$ cat src/rtl/ram_loader_pkg.sv
// Shared definitions for the serial RAM image loader.
// The CHECK state exists only when LOADER_CHECKSUM_EN is defined.
package ram_loader_pkg;

    typedef enum logic [2:0] {
        ST_IDLE  = 3'd0,
        ST_LEN   = 3'd1,
        ST_LOAD  = 3'd2,
`ifdef LOADER_CHECKSUM_EN
        ST_CHECK = 3'd3,
`endif
        ST_DONE  = 3'd4,
        ST_ERROR = 3'd5
    } loader_state_t;

    // Width of the LEN byte on the stream.
    localparam int unsigned LEN_BYTE_W = 8;

    // LEN byte value that fills a RAM of the given address width.
    function automatic int unsigned max_len(input int unsigned aw);
        return 32'd1 << aw;
    endfunction

endpackage

$ cat src/rtl/ram_loader.sv
// Loads a length-prefixed byte stream into RAM while holding the CPU in reset.
// Optional trailing checksum byte is checked when LOADER_CHECKSUM_EN is defined.
module ram_loader
    import ram_loader_pkg::*;
#(
    parameter int ADDR_WIDTH = 4
) (
    input  logic                  clk,
    input  logic                  reset,
    input  logic                  start,
    input  logic [7:0]            rx_data,
    input  logic                  rx_valid,
    output logic                  rx_ready,
    output logic                  ram_we,
    output logic [ADDR_WIDTH-1:0] ram_addr,
    output logic [7:0]            ram_wdata,
    output logic                  cpu_reset,
    output logic                  done,
    output logic                  error,
    output logic [ADDR_WIDTH:0]   byte_count
);

    localparam int unsigned CW      = ADDR_WIDTH + 1;
    localparam int unsigned MAX_LEN = max_len(ADDR_WIDTH);

    loader_state_t state;
    logic [CW-1:0] len;
    logic [CW-1:0] cnt_next;
    logic          accept;
`ifdef LOADER_CHECKSUM_EN
    logic [7:0]    sum;
    logic [7:0]    sum_next;
`endif

    always_comb begin
        rx_ready = 1'b0;
        case (state)
            ST_LEN, ST_LOAD: rx_ready = 1'b1;
`ifdef LOADER_CHECKSUM_EN
            ST_CHECK:        rx_ready = 1'b1;
`endif
            default:         rx_ready = 1'b0;
        endcase
    end

    assign accept   = rx_valid && rx_ready;
    assign cnt_next = byte_count + CW'(1);
`ifdef LOADER_CHECKSUM_EN
    assign sum_next = sum + rx_data;
`endif

    always_ff @(posedge clk) begin
        if (reset) begin
            state      <= ST_IDLE;
            len        <= '0;
            byte_count <= '0;
            ram_we     <= 1'b0;
            ram_addr   <= '0;
            ram_wdata  <= '0;
            cpu_reset  <= 1'b1;
            done       <= 1'b0;
            error      <= 1'b0;
`ifdef LOADER_CHECKSUM_EN
            sum        <= '0;
`endif
        end else begin
            ram_we <= 1'b0;
            case (state)
                ST_IDLE, ST_DONE, ST_ERROR: begin
                    if (start) begin
                        state      <= ST_LEN;
                        byte_count <= '0;
                        done       <= 1'b0;
                        error      <= 1'b0;
                        cpu_reset  <= 1'b1;
`ifdef LOADER_CHECKSUM_EN
                        sum        <= '0;
`endif
                    end
                end
                ST_LEN: begin
                    if (accept) begin
                        if (rx_data == 8'd0 || 32'(rx_data) > MAX_LEN) begin
                            state <= ST_ERROR;
                            error <= 1'b1;
                        end else begin
                            len   <= CW'(rx_data);
                            state <= ST_LOAD;
                        end
                    end
                end
                ST_LOAD: begin
                    if (accept) begin
                        // Count is below len (<= depth) here, so the low bits never wrap.
                        ram_we     <= 1'b1;
                        ram_addr   <= byte_count[ADDR_WIDTH-1:0];
                        ram_wdata  <= rx_data;
                        byte_count <= cnt_next;
`ifdef LOADER_CHECKSUM_EN
                        sum        <= sum_next;
                        if (cnt_next == len) begin
                            state <= ST_CHECK;
                        end
`else
                        if (cnt_next == len) begin
                            state     <= ST_DONE;
                            done      <= 1'b1;
                            cpu_reset <= 1'b0;
                        end
`endif
                    end
                end
`ifdef LOADER_CHECKSUM_EN
                ST_CHECK: begin
                    if (accept) begin
                        if (sum_next == 8'd0) begin
                            state     <= ST_DONE;
                            done      <= 1'b1;
                            cpu_reset <= 1'b0;
                        end else begin
                            state <= ST_ERROR;
                            error <= 1'b1;
                        end
                    end
                end
`endif
                default: state <= ST_IDLE;
            endcase
        end
    end

endmodule

$ cat config.mk
export PLATFORM = sky130hd
export DESIGN_NAME = ram_loader
export DESIGN_NICKNAME = d
export VERILOG_FILES = /design/src/rtl/ram_loader_pkg.sv /design/src/rtl/ram_loader.sv
export SDC_FILE = /design/constraint.sdc
export NUM_CORES = 1
export LEC_CHECK = 0
export CAP_MARGIN = 10
export CORE_AREA = 2 2 60 62
export CTS_BUF_LIST = sky130_fd_sc_hd__clkbuf_8
export CTS_CLUSTER_SIZE = 12
export DETAILED_ROUTE_END_ITERATION = 6
export DIE_AREA = 0 0 62 64
export PLACE_DENSITY = 0.79
export SLEW_MARGIN = 0
export SYNTH_ARGS = -nofsm -noshare
export SYNTH_HDL_FRONTEND = slang
export SYNTH_SLANG_ARGS = --single-unit
$ cat constraint.sdc
create_clock -name clk -period 1.7 [get_ports clk]
set_input_delay 0.425 -clock clk [delete_from_list [all_inputs] [get_ports clk]]
set_output_delay 0.425 -clock clk [all_outputs]
set_load 0.01 [all_outputs]
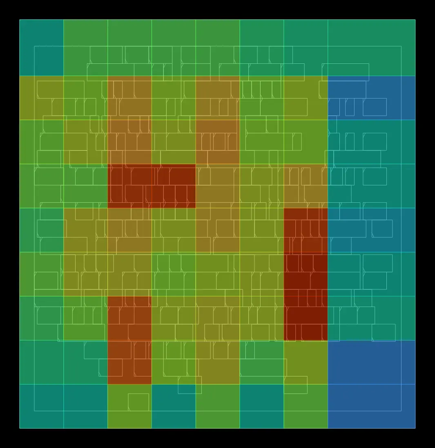
Fig. 1. Congestion heat map.
M3 GR Usage: 0.0688
overall routing resource usage: 0.190
routing usage on met1: 0.256
grt peak-use layer: met2

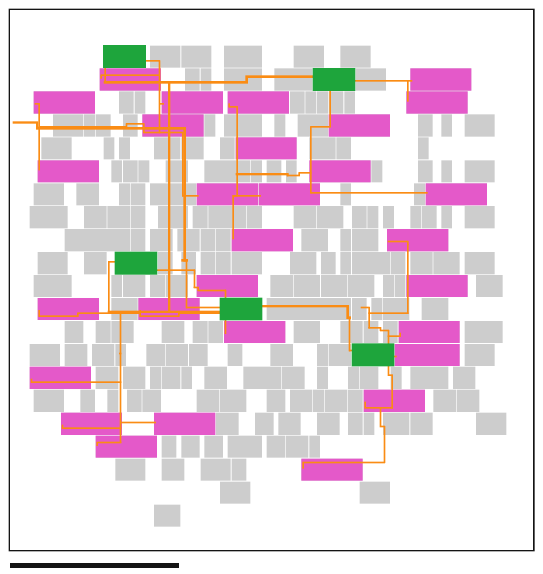
Fig. 2. Routed clock nets over the placement.
The bar under the picture is 20 microns long.
Key: green = cells driving clock nets [count 5]; magenta = flip-flops [count 29]; orange = clock wires [length 407 microns]
There are 6 routed clock nets.

==> out/results.ini <==
[pwr]
seq-power_uw = 690
internal_power_mw = 1.03
pwr_density_cell_nw_per_um2 = 670
comb_power_share = 0.099
clock_power_uw = 543
ir_drop_mv = 0.405
p_leak_nw = 0.851
power.group.top = registers

[drt]
ant_nets = 0
drc = 0
wl_met2_mm = 1.64
drt_iter0_markers = 56
top_layer_used = met4
dr_wl_met3_microns = 187

[finish]
final_cell_mix = 30 x nand2_1, 29 x buf_4, 28 x dfxtp_1, 25 x a21oi_1, 22 x clkdlybuf4s50_1
nNonClkBuffers = 62
reg.largest.list = ram_wdata: 8 flops, byte_count: 5 flops, len: 5 flops
diodes = 0
comb_share = 0.364
sh_seq_area = 0.285
comb_area_sq_um = 744
inv_count = 4
final_core_util = 0.622
final_design_area_no_fill_sq_um = 2040
clkbuf_count = 5
area_delta_synth_final_pct = 50.0
lay_top_count = nand2_1
fin_nets = 236
multi_input_comb_cells = 121
drive_gt1_frac = 0.205
seqCellArea_sq_um = 582
finalNonFillerCells = 270
largest_reg_flops = 8

[synthesis]
ys_chip_area_sq_um = 1360
postSynthSeqShare = 0.426
synth.cells.most_frequent = 30 x nand2_1, 29 x dfxtp_1, 25 x a21oi_1, 8 x nand3_1, 8 x nor2_1
top_cells_by_area = dfxtp_1 43%, a21oi_1 9.2%, nand2_1 8.3%
edf_count = 0
flop_cell = dfxtp_1
top_area_cell = dfxtp_1
simple_gate_area_frac = 0.259
synth_cell_type_count = 39
ys_cells = 163

[grt]
grt_max_degree = 27
grt-ovfl-total = 0
grt_pass1_wl_mm = 5.66

[placement]
numPlacedInstances = 262
dp_slack_ns = -0.311

[worst_hold_path]
min_path_type = register to register
min_from = cpu_reset
min_to = cpu_reset

[run_status]
status = finished, final reports clean

[sta]
setup_viol = 0
tns_ns = 0
relSlewSlack = 0.771
timing.fmax_ghz = 0.608
worst_pin_slew_ns = 0.342
hold_viol = 0
hold_slack_ns = 0.452
fin_ws_ns = 0.0565
rsz0062_at_grt = no
maxSlewViolCount = 0
period_used_share = 0.967

[critical_path]
crit_family = AND-OR/OR-AND gates
reg2reg_slack_ns = 0.06
crit_required_ns = 1.87
max_stage_delay_ns = 0.32
crit_cells = 5
reg2reg_depth = 5
worstReg2RegEnd = state[1]
worstSetupPathType = register to register
path_buffers = 0
crit_chain = ha_1 > xor2_1 > a211o_1 > a211oi_1 > a311oi_1
critPathCapture = state[1]
cp.arrival_ns = 1.81

[flow_run]
cap_violations = 0
tool_warnings = 26

[clock_tree]
clk_pin_slew_worst_paths_ns = 0.07
cts_root_buffer = clkbuf_8
cts_max_level = 2
cts_setup_buffers = 0
cts_tree = done
clkSinkCount = 29
numCtsBuffers = 5
worstSkewPairLatency_ns = 0.29

[floorplan]
boundaryPins = 34
num_rows = 21
die_area_sq_um = 3970
initCoreUtil = 0.415

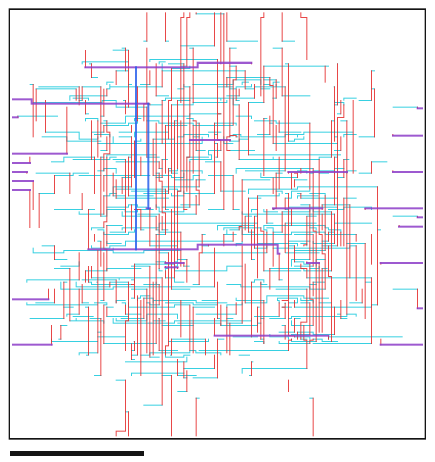
Fig. 3. Wiring by layer.
The bar under the picture is 20 microns long.
Key: red = met2 [wire length 1640 microns]; cyan = met1 [wire length 1620 microns]; blue = met4 [wire length 42.8 microns]; purple = met3 [wire length 188 microns]
Via Count: 1376
Avg WL per Cell: 12.9 microns
Routed WL: 3.50 mm

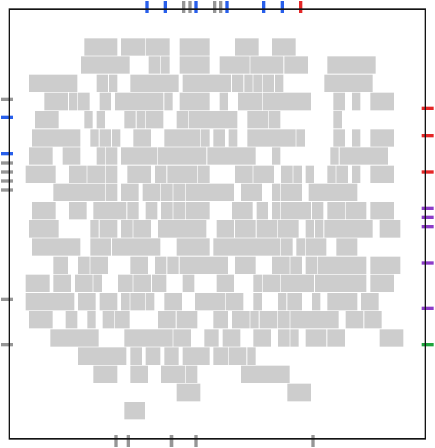
Fig. 4. Pin map.
Pins as bars across the die edge, other pins in grey.
Key: purple = byte_count [pins 5, direction output, edge east]; green = reset [pins 1, direction input, edge east]; blue = ram_wdata [pins 8, direction output, edge 6 north, 2 west]; red = ram_addr [pins 4, direction output, edge 3 east, 1 north]
All pins by edge: 11 north, 9 east, 9 west, 5 south.
input/output buffers: 33
die width: 62 microns
Die H: 64 microns

